==> src/rtl/rsa_pkg.sv <==
// Shared constants and state encoding for the RSA result serializer.
package rsa_pkg;

    // Default width of a modular-exponentiation result word.
    localparam int RSA_BUS_WIDTH = 256;

    // Width of one serialized output byte.
    localparam int RSA_BYTE_W = 8;

    // Serializer state: waiting for a result, or streaming one out.
    typedef enum logic [0:0] {
        RSA_IDLE = 1'b0,
        RSA_SEND = 1'b1
    } rsa_state_e;

endpackage : rsa_pkg

==> src/rtl/rsa_result_serializer.sv <==
// Serializes a wide modular-exponentiation result into a byte stream,
// most significant byte first, with a valid/ready handshake. A new result
// is captured on the rising edge of the level-type in_valid. A result that
// arrives while a word is still in flight is dropped and flagged by the
// sticky overrun output, except when it lines up with the final-byte
// handshake, in which case it is streamed back-to-back.
module rsa_result_serializer
    import rsa_pkg::*;
#(
    parameter int BUS_WIDTH     = RSA_BUS_WIDTH,
    parameter int COUNTER_WIDTH = 5
) (
    input  logic                  clk,
    input  logic                  reset,
    input  logic [BUS_WIDTH-1:0]  in_data,
    input  logic                  in_valid,
    output logic [RSA_BYTE_W-1:0] byte_out,
    output logic                  byte_valid,
    input  logic                  byte_ready,
    output logic                  byte_last,
    output logic                  busy,
    output logic                  overrun
);

    localparam int NUM_BYTES = BUS_WIDTH / RSA_BYTE_W;
    localparam logic [COUNTER_WIDTH-1:0] LAST_IDX = COUNTER_WIDTH'(NUM_BYTES - 1);

    rsa_state_e             state_q,     state_d;
    logic                   valid_dly_q, valid_dly_d;
    logic [BUS_WIDTH-1:0]   shreg_q,     shreg_d;
    logic [COUNTER_WIDTH-1:0] idx_q,     idx_d;
    logic                   overrun_q,   overrun_d;

    logic capture_s;
    logic handshake_s;
    logic at_last_s;

    // Event decode: rising edge of in_valid, accepted byte, final byte index.
    always_comb begin
        capture_s   = in_valid & ~valid_dly_q;
        handshake_s = (state_q == RSA_SEND) & byte_ready;
        at_last_s   = (idx_q == LAST_IDX);
    end

    // State and datapath registers; reset abandons any word in flight.
    always_ff @(posedge clk or negedge reset) begin
        if (!reset) begin
            state_q     <= RSA_IDLE;
            valid_dly_q <= 1'b0;
            shreg_q     <= {BUS_WIDTH{1'b0}};
            idx_q       <= {COUNTER_WIDTH{1'b0}};
            overrun_q   <= 1'b0;
        end else begin
            state_q     <= state_d;
            valid_dly_q <= valid_dly_d;
            shreg_q     <= shreg_d;
            idx_q       <= idx_d;
            overrun_q   <= overrun_d;
        end
    end

    // Next-state logic: leave SEND only after the final byte is accepted,
    // unless a new result arrives in that same cycle.
    always_comb begin
        state_d = state_q;
        case (state_q)
            RSA_IDLE: begin
                if (capture_s) begin
                    state_d = RSA_SEND;
                end else begin
                    state_d = RSA_IDLE;
                end
            end
            RSA_SEND: begin
                if (handshake_s && at_last_s && !capture_s) begin
                    state_d = RSA_IDLE;
                end else begin
                    state_d = RSA_SEND;
                end
            end
            default: begin
                state_d = RSA_IDLE;
            end
        endcase
    end

    // Datapath: capture a word, shift one byte per handshake, flag drops.
    always_comb begin
        valid_dly_d = in_valid;
        shreg_d     = shreg_q;
        idx_d       = idx_q;
        overrun_d   = overrun_q;
        case (state_q)
            RSA_IDLE: begin
                if (capture_s) begin
                    shreg_d = in_data;
                    idx_d   = {COUNTER_WIDTH{1'b0}};
                end else begin
                    shreg_d = shreg_q;
                    idx_d   = idx_q;
                end
            end
            RSA_SEND: begin
                if (handshake_s && at_last_s) begin
                    // Final byte leaves; a coincident result reloads cleanly.
                    if (capture_s) begin
                        shreg_d = in_data;
                        idx_d   = {COUNTER_WIDTH{1'b0}};
                    end else begin
                        shreg_d = shreg_q;
                        idx_d   = idx_q;
                    end
                end else begin
                    if (handshake_s) begin
                        shreg_d = {shreg_q[BUS_WIDTH-RSA_BYTE_W-1:0], {RSA_BYTE_W{1'b0}}};
                        idx_d   = idx_q + COUNTER_WIDTH'(1);
                    end else begin
                        shreg_d = shreg_q;
                        idx_d   = idx_q;
                    end
                    // Any other result arriving mid-word is lost.
                    if (capture_s) begin
                        overrun_d = 1'b1;
                    end else begin
                        overrun_d = overrun_q;
                    end
                end
            end
            default: begin
                shreg_d = {BUS_WIDTH{1'b0}};
                idx_d   = {COUNTER_WIDTH{1'b0}};
            end
        endcase
    end

    // Outputs decoded from registered state only; all zero outside SEND.
    always_comb begin
        byte_valid = 1'b0;
        busy       = 1'b0;
        byte_last  = 1'b0;
        byte_out   = {RSA_BYTE_W{1'b0}};
        overrun    = overrun_q;
        if (state_q == RSA_SEND) begin
            byte_valid = 1'b1;
            busy       = 1'b1;
            byte_last  = at_last_s;
            byte_out   = shreg_q[BUS_WIDTH-1 -: RSA_BYTE_W];
        end else begin
            byte_valid = 1'b0;
            busy       = 1'b0;
            byte_last  = 1'b0;
            byte_out   = {RSA_BYTE_W{1'b0}};
        end
    end

endmodule : rsa_result_serializer

==> config.mk <==
export PLATFORM = sky130hd
export DESIGN_NAME = rsa_result_serializer
export DESIGN_NICKNAME = d
export VERILOG_FILES = /design/src/rtl/rsa_pkg.sv /design/src/rtl/rsa_result_serializer.sv
export SDC_FILE = /design/constraint.sdc
export NUM_CORES = 1
export LEC_CHECK = 0
export CELL_PAD_IN_SITES_DETAIL_PLACEMENT = 0
export CELL_PAD_IN_SITES_GLOBAL_PLACEMENT = 1
export CORE_MARGIN = 3
export CORE_UTILIZATION = 34
export DETAILED_ROUTE_END_ITERATION = 7
export PLACE_DENSITY = 0.81
export SYNTH_ARGS = -nofsm -noshare
export SYNTH_HDL_FRONTEND = slang
export SYNTH_SLANG_ARGS = --single-unit
==> constraint.sdc <==
create_clock -name clk -period 2.8 [get_ports clk]
set_clock_uncertainty 0.2 [all_clocks]
set_input_delay 0.56 -clock clk [delete_from_list [all_inputs] [get_ports clk]]
set_output_delay 0.56 -clock clk [all_outputs]
set_load 0.1 [all_outputs]
Fig. 1: run 1, M1 wires
The bar under the picture is 50 microns long.
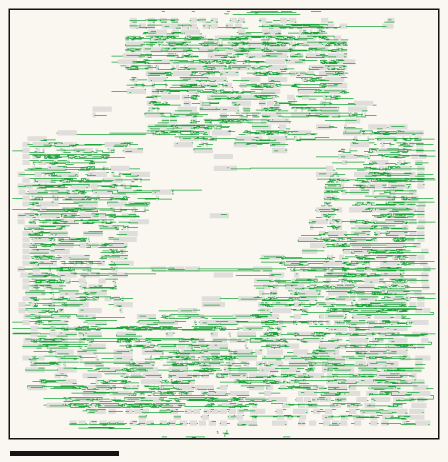
- main direction: horizontal
- share of all routed wire: 43%
- nets with wire on the layer: 1466
- longest straight run: 49.2 microns

Fig. 2: run 1, metal 2
The bar under the picture is 50 microns long.
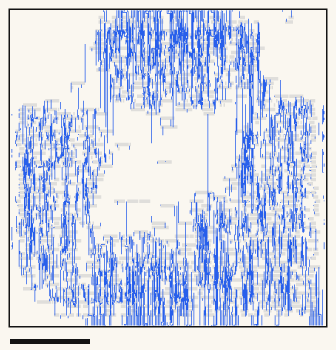
- share of all routed wire: 49%
- main direction: vertical
- wire length on this layer: 16500 microns
met2 Use GR: 27.33%
final WL: 33.98 mm

Fig. 3: run 1, the metal 3 layer
The bar under the picture is 50 microns long.
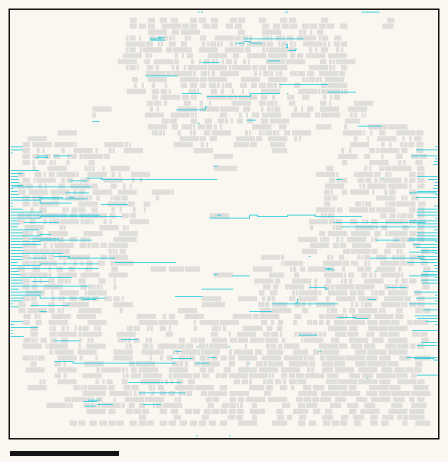
- share of all routed wire: 6.1%
- main direction: horizontal
- longest straight run: 53.1 microns
- wire length on this layer: 2060 microns
- nets with wire on the layer: 155
routed vias: 9673
met3 Track Usage GR: 3.197%

==> results.ini, run 1 <==
[detailed_routing]
first_iter_violations=677
drt_first_pass_iters=5
wl_per_cell_microns=18.36
wl_met1_mm=14.72
ant_nets=0

[logic_synthesis]
synth_top_cell_by_count=dfrtp_1
yosys-stat-cells=1135
synth-async-reset-ratio_pct=100.0
ys_sh_adder_pct=0.2029
ys.flop_type=dfrtp_1
ys_area_sq_mm=0.01233
muxShareOfSynthArea_pct=6.583

[cts]
htree_levels=1
cts.clk_slew.worst_paths_ns=0.06
cts_tree=built
cts_made_buffers=30

[setup_path]
crit_chain=ha_2 > and3_1 > ha_4 > and2_2 > buf_12
cp.required_ns=2.04
cp_max_fo=9
criticalPathCategory=register to output pin
reg2reg_depth=7
r2r_end=shreg_q[229]$_DFFE_PN0P_
setup.worst_path.end_class=output pin
startpoint_type=register

[final_timing]
fin_crit_ns=2.713
period_used_pct=96.90
hold_viol=0
tightest_slew_ns=0.5199
rsz0062_at_grt=no

[job]
warnings=26

[global_route]
grt_pass1_wl_mm=53.46
use_met1_pct=23.35
grt_max_degree=100

[finish]
final_area_sq_mm=0.01662
mostFrequentLayoutCell=dfrtp_1
drive_above_1_share_pct=12.81
nFillCells=3315

[power_and_ir_drop]
power_frac_comb_pct=27.0
internal_power_uw=9401
ir_worst_vdd_uv=463.5
top_power_group=registers

[status]
outcome=finished, final reports clean

[worst_hold_path]
min_path_cells=1

[floorplan]
die_area_sq_mm=0.03860
fp_util_pct=34.59

-- run 1: per-stage QoR --
| stage | cells | setup WS (ns) |
|---|---|---|
| after floorplan | 1135 | 0.08522 |
| after global placement | 1791 | 0.1855 |
| after detailed placement | 1791 | 0.1295 |
| after CTS | 1849 | 0.01828 |
| after global routing | 1851 | 0.02288 |
| final | 1851 | 0.08678 |
-- run 1: cell type report --
| cell class | instances | area, sq um | area share, % |
|---|---|---|---|
| clock buffer | 42 | 835.8 | 5.029 |
| tap | 461 | 576.8 | 3.470 |
| antenna | 1 | 2.502 | 0.01506 |
| clock inverter | 14 | 201.4 | 1.212 |
| timing repair buffer | 306 | 3291 | 19.80 |
| sequential | 264 | 6606 | 39.75 |
| inverter | 216 | 810.8 | 4.878 |
| multi-input combinational | 547 | 4297 | 25.85 |
-- run 1: sequential cells by signal, indices dropped and copies added (netlist names) --
register / flops
state_q: 1
valid_dly_q: 1
shreg_q: 256
idx_q: 5
overrun: 1
-- run 1: how the worst max path moves through the flow --
stage	startpoint	endpoint	slack, ns	cells past startpoint
floorplan	state_q$_DFF_PN0_	byte_last	0.09	3
global placement	byte_ready	shreg_q[232]$_DFFE_PN0P_	0.19	5
detailed placement	byte_ready	shreg_q[228]$_DFFE_PN0P_	0.13	5
CTS	idx_q[0]$_DFFE_PN0P_	byte_last	0.02	5
global route	idx_q[0]$_DFFE_PN0P_	byte_last	0.02	5
finish	idx_q[0]$_DFFE_PN0P_	byte_last	0.09	5
-- run 1: worst max-delay path: cells and delay by family (launching register included) --
family	cells	cell delay (ns)
flip-flops	1	0.39
buffers and inverters	1	0.17
AND/OR/NAND/NOR	2	0.43
adder cells (fa/ha/maj)	2	0.40
==> inputs of run 2 (changes only) <==
Settings changed: CAP_MARGIN set to 20.
Fig. 4: run 2, M1 wires
The bar under the picture is 50 microns long.
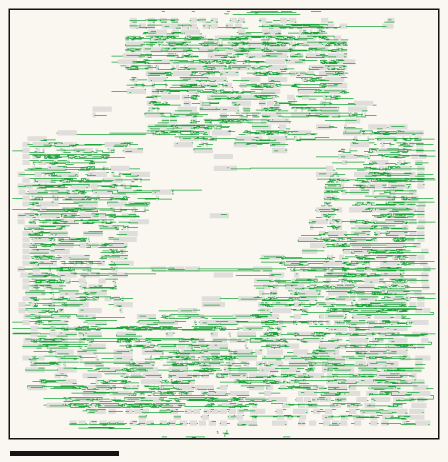
- share of all routed wire: 43%
- main direction: horizontal
- longest straight run: 49.2 microns
- wire length on this layer: 14700 microns
met1 usage: 23.35%

Fig. 5: run 2, track usage over the die
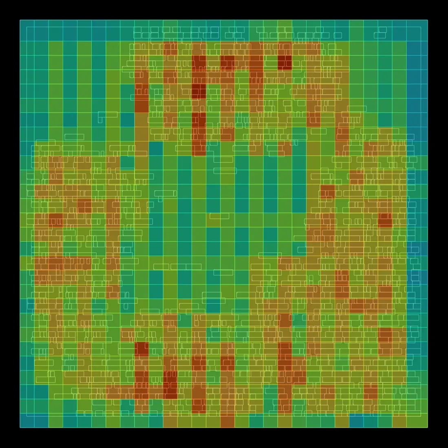
busiest grt layer: met2
post-route core utilization: 46.62%
wire per inst: 18.36 microns
total track usage: 16.80%

==> results.ini, run 2 <==
[final_timing]
setup_tns_ns=0
hold_viol=0
fin_crit_ns=2.713
rsz0062_at_grt=no
setup_ws_ns=0.08678
tightest_slew_ns=0.5199
period_used_pct=96.90

[setup_path]
startpoint=idx_q[0]$_DFFE_PN0P_
crit_chain=ha_2 > and3_1 > ha_4 > and2_2 > buf_12
cp.required_ns=2.04
cp_max_fo=9
setup.worst_path.end_class=output pin
startpoint_type=register

[global_route]
grt_pass1_vias=9701
antenna_found_initial=2
grt_max_degree=100
met2_usage_pct=27.33
grt_pass1_wl_mm=53.46
grtUsageMet3_pct=3.197

[cts]
htree_levels=1
cts_root_buf=clkbuf_16
cts_tree=built
cts_made_buffers=30

[logic_synthesis]
synth-async-reset-ratio_pct=100.0
edf_count=0
yosys-stat-cells=1135
ys_area_sq_mm=0.01233
synth_top_cell_by_count=dfrtp_1
ys.flop_type=dfrtp_1

[detailed_routing]
wl_mm=33.98
drt_first_pass_iters=5
first_iter_violations=677
ant_nets=0
vias=9673

[finish]
final_area_sq_mm=0.01662
largest_register_ff_count=256
drive_above_1_share_pct=12.81
logic_area_sq_mm=0.004297
biggestRegsByFlops=shreg_q x256, idx_q x5
nFillCells=3315
mostFrequentLayoutCell=dfrtp_1

[floorplan]
fp_util_pct=34.59
die_area_sq_mm=0.03860

[status]
outcome=finished, final reports clean

[placed_design]
dp.cells=1791
post-place-ws_ns=0.1295

[power_and_ir_drop]
ir_worst_vdd_uv=463.5

[worst_hold_path]
hold_start=idx_q[3]$_DFFE_PN0P_

[job]
warnings=26

## run 2: cell counts after synthesis
Identical to the previous run, type by type.
## run 2: cells by family after synthesis
logic type / after synthesis / synth area share (%)
AND-OR/OR-AND: 464 / 26.44
buffers and inverters: 324 / 12.01
flip-flops: 264 / 53.56
multiplexers: 58 / 6.583
AND/OR/NAND/NOR: 23 / 1.207
adder cells (fa/ha/maj): 2 / 0.2028
## run 2: worst max-delay path, delay by kind of cell (launching register included)
kind | cells | cell delay (ns)
fa+ha+maj | 2 | 0.40
buf+inv | 1 | 0.17
flops | 1 | 0.39
simple gates | 2 | 0.43
## run 2: worst paths after layout
path / cells past startpoint / end
max: 5 / byte_last
min: 1 / idx_q[3]$_DFFE_PN0P_
max reg2reg: 7 / shreg_q[229]$_DFFE_PN0P_
min reg2reg: 1 / idx_q[3]$_DFFE_PN0P_
max in group asynchronous: 3 / shreg_q[107]$_DFFE_PN0P_
min in group asynchronous: 2 / shreg_q[185]$_DFFE_PN0P_
## run 2: power by group
part	switching [uW]	internal [uW]	total, uW
sequential	747	5070	5820
clock	1610	2460	4070
combinational	1800	1870	3670
total	4160	9400	13600
## run 2: area by class of cell
type | instances | share of cell area, %
antenna | 1 | 0.01506
inverter | 216 | 4.878
clock buffer | 42 | 5.029
timing repair buffer | 306 | 19.80
tap | 461 | 3.470
multi-input combinational | 547 | 25.85
clock inverter | 14 | 1.212
sequential | 264 | 39.75
## run 2: repair_timing
action,in CTS,in global routing
resized,2,1
hold endpoints to repair,34,0
setup endpoints to repair,1,1
setup buffers,1,1
hold buffers,1,0
## run 2: metal layers
layer,wire (microns),part of all wire [%],vias up
met4,688,2.0,2
met3,2059,6.1,52
met2,16500,49,261
met5,13,0.038,-
li1,-,-,4580
met1,14720,43,4778
==> inputs of run 3 (changes only) <==
Settings changed: SKIP_LAST_GASP set to 1.
Fig. 6: run 3, track usage over the die
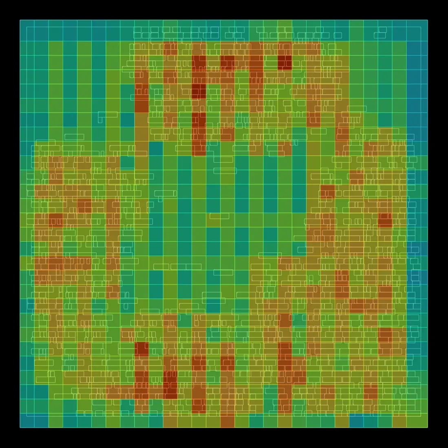

Fig. 7: run 3, M1 wires
The bar under the picture is 50 microns long.
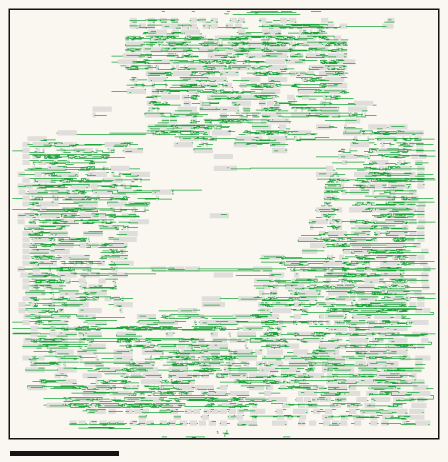
- wire length on this layer: 14700 microns
- main direction: horizontal
- share of all routed wire: 43%

==> results.ini, run 3 <==
[logic_synthesis]
ys.flop_type=dfrtp_1
topCombFamilyByArea=AND-OR/OR-AND gates
ys_area_sq_mm=0.01233
muxShareOfSynthArea_pct=6.583
synth_top_cell_by_count=dfrtp_1
edf_count=0
synth-compound-area-share_pct=26.44
synth-async-reset-ratio_pct=100.0

[setup_path]
cp-endpoint=byte_last
crit_chain=ha_2 > and3_1 > ha_4 > and2_2 > buf_12
startpoint=idx_q[0]$_DFFE_PN0P_
reg2reg_depth=7
path_delay_family=simple AND/OR/NAND/NOR gates
cp.depth=5
criticalPathCategory=register to output pin
startpoint_type=register

[detailed_routing]
wl_mm=33.98
drt_first_pass_iters=5
wl_met3_mm=2.059
met2_length_mm=16.50
wl_per_cell_microns=18.36
dr.max_layer_used=met5
wl_met1_mm=14.72

[finish]
final_area_sq_mm=0.01662
stdcell_count=1851

[floorplan]
die_area_sq_mm=0.03860

[cts]
cts_made_buffers=30
cts_tree=built

[global_route]
antenna_found_initial=2
grt_pass1_vias=9701

[final_timing]
tightest_slew_ns=0.5199
fin_crit_ns=2.713

[placed_design]
dp.cells=1791

[worst_hold_path]
holdPathEnd=idx_q[3]$_DFFE_PN0P_
min_path_cells=1

[status]
outcome=finished, final reports clean

## run 3: cell counts after synthesis
Identical to the previous run, type by type.
## run 3: layer usage
metal | vias to the layer above | GRT usage (%)
met5 | - | 0
met4 | 2 | 4.172
met2 | 261 | 27.33
met1 | 4778 | 23.35
met3 | 52 | 3.197
li1 | 4580 | -
## run 3: cells by family (layout without fill, tap and decap cells)
| kind of cell | Yosys count | after routing |
|---|---|---|
| multiplexers | 58 | 58 |
| AND-OR/OR-AND | 464 | 464 |
| buffers and inverters | 324 | 578 |
| other | 0 | 1 |
| AND/OR/NAND/NOR | 23 | 23 |
| flip-flops | 264 | 264 |
| adder cells (fa/ha/maj) | 2 | 2 |
## run 3: final cells by class
class                   instances  area [sq um]  area share, %
clock buffers                  42         835.8          5.029
repair buffers                306          3291          19.80
well taps                     461         576.8          3.470
inverters                     216         810.8          4.878
flip-flops and latches        264          6606          39.75
clock inverters                14         201.4          1.212
multi-input cells             547          4297          25.85
diodes                          1         2.502        0.01506
## run 3: repair_timing
item | CTS | global route
buffers inserted | 1 | 1
hold buffers | 1 | 0
endpoints found under the setup margin | 1 | 1
gates resized | 2 | 1
endpoints found under the hold margin | 34 | 0
## run 3: where the power goes
part           internal (uW)  switching [uW]  leakage (uW)
registers               5070             747       0.00265
logic                   1870            1800       0.00421
clock network           2460            1610      0.000508
## run 3: stage by stage
| stage | setup slack (ns) | util (%) |
|---|---|---|
| after floorplan | 0.08522 | - |
| after global placement | 0.1855 | 43.59 |
| after detailed placement | 0.1295 | 43.59 |
| after CTS | 0.01828 | 46.58 |
| after global routing | 0.02288 | 46.62 |
| final | 0.08678 | 46.62 |
No activity file was given, so power comes from the tool's default toggle rates.
